File: src/rtl/mext_sequencer_pkg.sv
// Shared definitions for the RV32M issue sequencer.
// Holds the operand width, default timeout, funct3 encodings, special-result
// constants, the FSM state type and small funct3 decode helpers.
package mext_sequencer_pkg;

  localparam int XLEN        = 32;
  localparam int TIMEOUT_DEF = 64;
  localparam int TMR_W_DEF   = 7;

  // RV32M funct3 encodings
  localparam logic [2:0] F3_MUL    = 3'b000;
  localparam logic [2:0] F3_MULH   = 3'b001;
  localparam logic [2:0] F3_MULHSU = 3'b010;
  localparam logic [2:0] F3_MULHU  = 3'b011;
  localparam logic [2:0] F3_DIV    = 3'b100;
  localparam logic [2:0] F3_DIVU   = 3'b101;
  localparam logic [2:0] F3_REM    = 3'b110;
  localparam logic [2:0] F3_REMU   = 3'b111;

  // Special-result constants for divide-by-zero and signed overflow
  localparam logic [XLEN-1:0] ALL_ONES = 32'hFFFF_FFFF;
  localparam logic [XLEN-1:0] INT_MIN  = 32'h8000_0000;

  typedef enum logic [2:0] {
    ST_IDLE     = 3'd0,
    ST_ISSUE    = 3'd1,
    ST_MUL_WAIT = 3'd2,
    ST_DIV_WAIT = 3'd3,
    ST_RESP     = 3'd4,
    ST_DRAIN    = 3'd5
  } state_t;

  // DIV/DIVU/REM/REMU all have funct3[2] set
  function automatic logic is_div_op(input logic [2:0] f3);
    return f3[2];
  endfunction

  // REM/REMU select the remainder rather than the quotient
  function automatic logic is_rem_op(input logic [2:0] f3);
    return f3[2] & f3[1];
  endfunction

  // DIV/REM are the signed divider ops (funct3[0] clear)
  function automatic logic is_signed_div(input logic [2:0] f3);
    return f3[2] & ~f3[0];
  endfunction

endpackage

File: src/rtl/mext_sequencer_if.sv
// Bus bundle between the execute stage, the sequencer and the shared
// multiplier/divider.
//  slave  : sequencer view (takes requests, drives the units and responses)
//  master : environment view (offers requests, models the units, consumes)
interface mext_sequencer_if;
  import mext_sequencer_pkg::*;

  logic              req_valid;
  logic              req_ready;
  logic [2:0]        req_funct3;
  logic [XLEN-1:0]   req_rs1;
  logic [XLEN-1:0]   req_rs2;
  logic [4:0]        req_rd;
  logic              flush;

  logic              mul_start;
  logic [XLEN-1:0]   mul_a;
  logic [XLEN-1:0]   mul_b;
  logic              mul_signed;
  logic              mul_unsigned;
  logic              mul_su;
  logic              mul_done;
  logic [2*XLEN-1:0] mul_p;

  logic              div_start;
  logic [XLEN-1:0]   div_a;
  logic [XLEN-1:0]   div_b;
  logic              div_signed;
  logic              div_done;
  logic [XLEN-1:0]   div_quo;
  logic [XLEN-1:0]   div_rem;

  logic              rsp_valid;
  logic              rsp_ready;
  logic [XLEN-1:0]   rsp_data;
  logic [4:0]        rsp_rd;
  logic              rsp_err;
  logic              busy;

  modport slave (
    input  req_valid, req_funct3, req_rs1, req_rs2, req_rd, flush,
           mul_done, mul_p, div_done, div_quo, div_rem, rsp_ready,
    output req_ready, mul_start, mul_a, mul_b, mul_signed, mul_unsigned, mul_su,
           div_start, div_a, div_b, div_signed,
           rsp_valid, rsp_data, rsp_rd, rsp_err, busy
  );

  modport master (
    output req_valid, req_funct3, req_rs1, req_rs2, req_rd, flush,
           mul_done, mul_p, div_done, div_quo, div_rem, rsp_ready,
    input  req_ready, mul_start, mul_a, mul_b, mul_signed, mul_unsigned, mul_su,
           div_start, div_a, div_b, div_signed,
           rsp_valid, rsp_data, rsp_rd, rsp_err, busy
  );

endinterface

File: src/rtl/mext_sequencer_div_fixup.sv
// mext_div_fixup: combinational detection of the divide cases that never
// reach the divider, with their architectural results.
//  funct3/rs1/rs2 in : offered op and operands
//  special       out : op is resolved here (div-by-zero or signed overflow)
//  quo/rem       out : special quotient/remainder (zero when not special)
module mext_div_fixup
  import mext_sequencer_pkg::*;
(
  input  logic [2:0]      funct3,
  input  logic [XLEN-1:0] rs1,
  input  logic [XLEN-1:0] rs2,
  output logic            special,
  output logic [XLEN-1:0] quo,
  output logic [XLEN-1:0] rem
);

  logic div0_s;
  logic ovf_s;

  // Classify the op and produce the fixed result; div-by-zero takes priority
  always_comb begin
    div0_s  = is_div_op(funct3) && (rs2 == {XLEN{1'b0}});
    ovf_s   = is_signed_div(funct3) && (rs1 == INT_MIN) && (rs2 == ALL_ONES);
    special = div0_s | ovf_s;
    if (div0_s) begin
      quo = ALL_ONES;
      rem = rs1;
    end else if (ovf_s) begin
      quo = INT_MIN;
      rem = {XLEN{1'b0}};
    end else begin
      quo = {XLEN{1'b0}};
      rem = {XLEN{1'b0}};
    end
  end

endmodule

File: src/rtl/mext_sequencer.sv
// mext_sequencer: issues one RV32M op at a time to the shared multiplier or
// divider, resolves div-by-zero/overflow locally, enforces a start-to-done
// timeout, honours pipeline flush and holds the result until consumed.
//  clk, rst : clock and synchronous active-high reset
//  bus      : request, unit and response signals (mext_sequencer_if.slave)
module mext_sequencer
  import mext_sequencer_pkg::*;
#(
  parameter int TIMEOUT = TIMEOUT_DEF,
  parameter int TMR_W   = TMR_W_DEF
) (
  input  logic            clk,
  input  logic            rst,
  mext_sequencer_if.slave bus
);

  state_t          state_r, state_s;
  logic [2:0]      f3_r;
  logic [XLEN-1:0] op_a_r, op_b_r, result_r;
  logic [4:0]      rd_r;
  logic            err_r;
  logic [TMR_W-1:0] timer_r;
  logic            mul_signed_r, mul_unsigned_r, mul_su_r, div_signed_r;

  logic            accept_s, special_s, unit_done_s, timeout_s, waiting_s;
  logic [XLEN-1:0] spec_quo_s, spec_rem_s, captured_s;

  mext_div_fixup u_fixup (
    .funct3  (bus.req_funct3),
    .rs1     (bus.req_rs1),
    .rs2     (bus.req_rs2),
    .special (special_s),
    .quo     (spec_quo_s),
    .rem     (spec_rem_s)
  );

  // Handshake and timer qualifiers; done is taken only from the unit that owns the op
  always_comb begin
    accept_s    = (state_r == ST_IDLE) && bus.req_valid && !bus.flush;
    unit_done_s = is_div_op(f3_r) ? bus.div_done : bus.mul_done;
    timeout_s   = (timer_r == TMR_W'(TIMEOUT));
    waiting_s   = (state_r == ST_MUL_WAIT) || (state_r == ST_DIV_WAIT);
  end

  // Select the half of the product or the quotient/remainder the op asks for
  always_comb begin
    case (f3_r)
      F3_MUL:                       captured_s = bus.mul_p[XLEN-1:0];
      F3_MULH, F3_MULHSU, F3_MULHU: captured_s = bus.mul_p[2*XLEN-1:XLEN];
      F3_DIV, F3_DIVU:              captured_s = bus.div_quo;
      F3_REM, F3_REMU:              captured_s = bus.div_rem;
      default:                      captured_s = {XLEN{1'b0}};
    endcase
  end

  // FSM state register
  always_ff @(posedge clk) begin
    if (rst) begin
      state_r <= ST_IDLE;
    end else begin
      state_r <= state_s;
    end
  end

  // FSM next state; flush wins over done/timeout, and a flush coinciding
  // with done or timeout needs no drain because nothing is owed any more
  always_comb begin
    state_s = state_r;
    case (state_r)
      ST_IDLE: begin
        if (accept_s) state_s = special_s ? ST_RESP : ST_ISSUE;
        else          state_s = ST_IDLE;
      end
      ST_ISSUE: begin
        if (bus.flush)            state_s = ST_IDLE;
        else if (is_div_op(f3_r)) state_s = ST_DIV_WAIT;
        else                      state_s = ST_MUL_WAIT;
      end
      ST_MUL_WAIT, ST_DIV_WAIT: begin
        if (bus.flush)                     state_s = (unit_done_s || timeout_s) ? ST_IDLE : ST_DRAIN;
        else if (unit_done_s || timeout_s) state_s = ST_RESP;
        else                               state_s = state_r;
      end
      ST_RESP: begin
        if (bus.flush || bus.rsp_ready) state_s = ST_IDLE;
        else                            state_s = ST_RESP;
      end
      ST_DRAIN: begin
        if (unit_done_s || timeout_s) state_s = ST_IDLE;
        else                          state_s = ST_DRAIN;
      end
      default: state_s = ST_IDLE;
    endcase
  end

  // Operand/mode latch at accept, result capture, and start-to-done timer
  always_ff @(posedge clk) begin
    if (rst) begin
      f3_r           <= 3'b000;
      op_a_r         <= {XLEN{1'b0}};
      op_b_r         <= {XLEN{1'b0}};
      rd_r           <= 5'd0;
      result_r       <= {XLEN{1'b0}};
      err_r          <= 1'b0;
      timer_r        <= {TMR_W{1'b0}};
      mul_signed_r   <= 1'b0;
      mul_unsigned_r <= 1'b0;
      mul_su_r       <= 1'b0;
      div_signed_r   <= 1'b0;
    end else begin
      if (accept_s) begin
        f3_r           <= bus.req_funct3;
        op_a_r         <= bus.req_rs1;
        op_b_r         <= bus.req_rs2;
        rd_r           <= bus.req_rd;
        err_r          <= 1'b0;
        mul_signed_r   <= (bus.req_funct3 == F3_MUL) || (bus.req_funct3 == F3_MULH);
        mul_unsigned_r <= (bus.req_funct3 == F3_MULHU);
        mul_su_r       <= (bus.req_funct3 == F3_MULHSU);
        div_signed_r   <= is_signed_div(bus.req_funct3);
        if (special_s) result_r <= is_rem_op(bus.req_funct3) ? spec_rem_s : spec_quo_s;
        else           result_r <= {XLEN{1'b0}};
      end else if (waiting_s && !bus.flush && unit_done_s) begin
        result_r <= captured_s;
      end else if (waiting_s && !bus.flush && timeout_s) begin
        result_r <= {XLEN{1'b0}};
        err_r    <= 1'b1;
      end

      if (state_r == ST_ISSUE)                       timer_r <= {TMR_W{1'b0}};
      else if (waiting_s || (state_r == ST_DRAIN))   timer_r <= timer_r + TMR_W'(1);
    end
  end

  // Control outputs decoded from the state register; flush gates ready and start
  always_comb begin
    bus.req_ready = (state_r == ST_IDLE) && !bus.flush;
    bus.mul_start = (state_r == ST_ISSUE) && !bus.flush && !is_div_op(f3_r);
    bus.div_start = (state_r == ST_ISSUE) && !bus.flush && is_div_op(f3_r);
    bus.rsp_valid = (state_r == ST_RESP);
    bus.busy      = (state_r != ST_IDLE);
  end

  assign bus.mul_a        = op_a_r;
  assign bus.mul_b        = op_b_r;
  assign bus.div_a        = op_a_r;
  assign bus.div_b        = op_b_r;
  assign bus.mul_signed   = mul_signed_r;
  assign bus.mul_unsigned = mul_unsigned_r;
  assign bus.mul_su       = mul_su_r;
  assign bus.div_signed   = div_signed_r;
  assign bus.rsp_data     = result_r;
  assign bus.rsp_rd       = rd_r;
  assign bus.rsp_err      = err_r;

endmodule

File: src/flat_wrapper.sv
// flat-port wrapper written by rule: the top's interface ports become plain ports
module mext_sequencer_flat import mext_sequencer_pkg::*;
#(
  parameter int TIMEOUT = TIMEOUT_DEF,
  parameter int TMR_W   = TMR_W_DEF
)
  (clk, rst, bus_req_valid, bus_req_funct3, bus_req_rs1, bus_req_rs2, bus_req_rd, bus_flush, bus_mul_done, bus_mul_p, bus_div_done, bus_div_quo, bus_div_rem, bus_rsp_ready, bus_req_ready, bus_mul_start, bus_mul_a, bus_mul_b, bus_mul_signed, bus_mul_unsigned, bus_mul_su, bus_div_start, bus_div_a, bus_div_b, bus_div_signed, bus_rsp_valid, bus_rsp_data, bus_rsp_rd, bus_rsp_err, bus_busy);
  mext_sequencer_if bus_i ();
  input  logic clk;
  input  logic rst;
  input wire logic [$bits(bus_i.req_valid)-1:0] bus_req_valid;
  input wire logic [$bits(bus_i.req_funct3)-1:0] bus_req_funct3;
  input wire logic [$bits(bus_i.req_rs1)-1:0] bus_req_rs1;
  input wire logic [$bits(bus_i.req_rs2)-1:0] bus_req_rs2;
  input wire logic [$bits(bus_i.req_rd)-1:0] bus_req_rd;
  input wire logic [$bits(bus_i.flush)-1:0] bus_flush;
  input wire logic [$bits(bus_i.mul_done)-1:0] bus_mul_done;
  input wire logic [$bits(bus_i.mul_p)-1:0] bus_mul_p;
  input wire logic [$bits(bus_i.div_done)-1:0] bus_div_done;
  input wire logic [$bits(bus_i.div_quo)-1:0] bus_div_quo;
  input wire logic [$bits(bus_i.div_rem)-1:0] bus_div_rem;
  input wire logic [$bits(bus_i.rsp_ready)-1:0] bus_rsp_ready;
  output wire logic [$bits(bus_i.req_ready)-1:0] bus_req_ready;
  output wire logic [$bits(bus_i.mul_start)-1:0] bus_mul_start;
  output wire logic [$bits(bus_i.mul_a)-1:0] bus_mul_a;
  output wire logic [$bits(bus_i.mul_b)-1:0] bus_mul_b;
  output wire logic [$bits(bus_i.mul_signed)-1:0] bus_mul_signed;
  output wire logic [$bits(bus_i.mul_unsigned)-1:0] bus_mul_unsigned;
  output wire logic [$bits(bus_i.mul_su)-1:0] bus_mul_su;
  output wire logic [$bits(bus_i.div_start)-1:0] bus_div_start;
  output wire logic [$bits(bus_i.div_a)-1:0] bus_div_a;
  output wire logic [$bits(bus_i.div_b)-1:0] bus_div_b;
  output wire logic [$bits(bus_i.div_signed)-1:0] bus_div_signed;
  output wire logic [$bits(bus_i.rsp_valid)-1:0] bus_rsp_valid;
  output wire logic [$bits(bus_i.rsp_data)-1:0] bus_rsp_data;
  output wire logic [$bits(bus_i.rsp_rd)-1:0] bus_rsp_rd;
  output wire logic [$bits(bus_i.rsp_err)-1:0] bus_rsp_err;
  output wire logic [$bits(bus_i.busy)-1:0] bus_busy;
  assign bus_i.req_valid = bus_req_valid;
  assign bus_i.req_funct3 = bus_req_funct3;
  assign bus_i.req_rs1 = bus_req_rs1;
  assign bus_i.req_rs2 = bus_req_rs2;
  assign bus_i.req_rd = bus_req_rd;
  assign bus_i.flush = bus_flush;
  assign bus_i.mul_done = bus_mul_done;
  assign bus_i.mul_p = bus_mul_p;
  assign bus_i.div_done = bus_div_done;
  assign bus_i.div_quo = bus_div_quo;
  assign bus_i.div_rem = bus_div_rem;
  assign bus_i.rsp_ready = bus_rsp_ready;
  assign bus_req_ready = bus_i.req_ready;
  assign bus_mul_start = bus_i.mul_start;
  assign bus_mul_a = bus_i.mul_a;
  assign bus_mul_b = bus_i.mul_b;
  assign bus_mul_signed = bus_i.mul_signed;
  assign bus_mul_unsigned = bus_i.mul_unsigned;
  assign bus_mul_su = bus_i.mul_su;
  assign bus_div_start = bus_i.div_start;
  assign bus_div_a = bus_i.div_a;
  assign bus_div_b = bus_i.div_b;
  assign bus_div_signed = bus_i.div_signed;
  assign bus_rsp_valid = bus_i.rsp_valid;
  assign bus_rsp_data = bus_i.rsp_data;
  assign bus_rsp_rd = bus_i.rsp_rd;
  assign bus_rsp_err = bus_i.rsp_err;
  assign bus_busy = bus_i.busy;
  mext_sequencer #(.TIMEOUT(TIMEOUT), .TMR_W(TMR_W)) u_core (.clk(clk), .rst(rst), .bus(bus_i));
endmodule
File: config.mk
export PLATFORM = sky130hd
export DESIGN_NAME = mext_sequencer_flat
export DESIGN_NICKNAME = d
export VERILOG_FILES = /design/src/rtl/mext_sequencer_pkg.sv /design/src/rtl/mext_sequencer_if.sv /design/src/rtl/mext_sequencer_div_fixup.sv /design/src/rtl/mext_sequencer.sv /design/src/flat_wrapper.sv
export SDC_FILE = /design/constraint.sdc
export NUM_CORES = 1
export LEC_CHECK = 0
export CORE_AREA = 3 3 146 148
export CTS_CLUSTER_DIAMETER = 40
export DETAILED_ROUTE_END_ITERATION = 10
export DIE_AREA = 0 0 149 151
export PLACE_DENSITY = 0.78
export SYNTH_ARGS = -nofsm -noshare
export SYNTH_HDL_FRONTEND = slang
export SYNTH_SLANG_ARGS = --single-unit
File: constraint.sdc
create_clock -name clk -period 1.8 [get_ports clk]
set_input_delay 0.36 -clock clk [delete_from_list [all_inputs] [get_ports clk]]
set_output_delay 0.36 -clock clk [all_outputs]
set_load 0.02 [all_outputs]
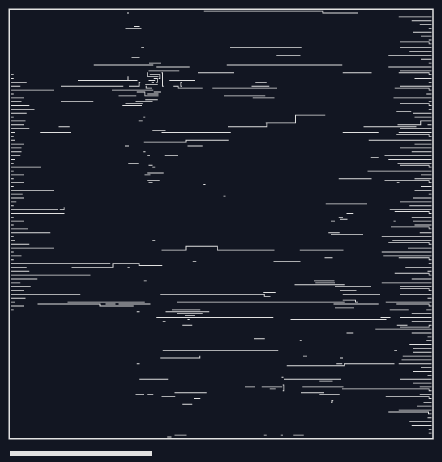
Fig. 1. Metal 3.
The bar under the picture is 50 um long.
The longest straight run is 58.9 um. The wires run mostly horizontal. The layer carries 2680 um of wire. 269 nets have wire on it. The layer holds 8.0% of the routed length.
wirelength, routed: 33380 um
Vias: 8514
GR Util met3: 0.06912

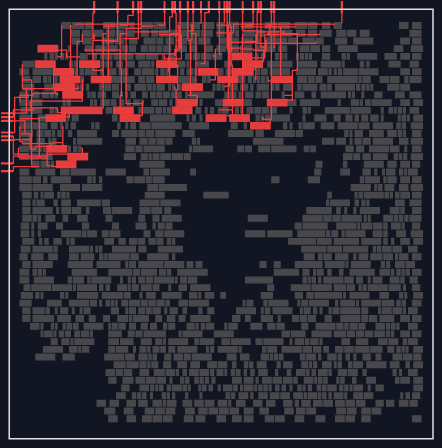
Fig. 2. Port wiring.
`bus_mul_b`: shown in red, direction output, end cells 32, buffers 32, wire 1520 um.
Port Buffers: 381
IO Pins: 382

==> CHANGELOG.md <==
### Physical design

* Critical path origin: u_core.timer_r[4]
* Critical path's top delay family: simple AND/OR/NAND/NOR gates
* Htree depth at 4
* CTS tree: yes
* Cell area leaders: dfxtp_1 36%, nand2_1 11%, a21oi_1 8.3%
* CP Buf/Inv Count at 2
* Filler cells at 1664
* MaxCap Viol Count at 0
* Final period util at 1.075
* Syn avg cell area at 7.400 um^2
* Wl on met1 at 12550 um
* Adder share at 0.003774
* Core ar. at 20170 um^2
* Final nets at 1538
* Finished Layout Cells at 1615
* Status: complete, but fails checks
* Met2 Usage GRT at 0.4838
* Clk root buf: clkbuf_16
* Worst R2R End: u_core.bus.rsp_data[28]
* Setup WS post-layout at -0.1358 ns
* Setup violations, final at 35
* Layout cell share with drive strength beyond 1 at 0.2198
* Critical path's largest stage delay at 0.57 ns
* Post-Syn Instances at 896
* Failing checks: setup timing
* Synthesized area at 6630 um^2
* Post-Syn Nets at 1105
* Routed Antenna Nets at 0
* CP Cell Sequence: or4b_4, nor3_4, or3_4, buf_12, buf_12, nor2_1, a311oi_1
* HP Start: rst
* Antenna violations before repair at 3
* Area after DPL at 11160 um^2
* Clk latency late pin at 0.41 ns
* First DRT Iteration DRCs at 572
* Yosys chip area at 6630 um^2
* Dpl hpwl at 23700 um
* Reg2reg path depth at 7
==> final cells by class <==
| class | count | area (um^2) | area share |
|---|---|---|---|
| repair buffers | 546 | 5549 | 0.4318 |
| clock inverters | 12 | 175.2 | 0.01363 |
| well taps | 270 | 337.8 | 0.02629 |
| flip-flops and latches | 119 | 2399 | 0.1867 |
| multi-input cells | 642 | 3914 | 0.3046 |
| clock buffers | 20 | 456.7 | 0.03554 |
| diodes | 3 | 7.507 | 0.0005842 |
| inverters | 3 | 11.26 | 0.0008763 |
==> power by group <==
group	internal, uW	leakage, uW	switching [uW]
combinational	1160	0.00477	1090
clock	2390	0.000302	1240
sequential	2770	0.000976	114
Power and IR drop assume default switching activity.
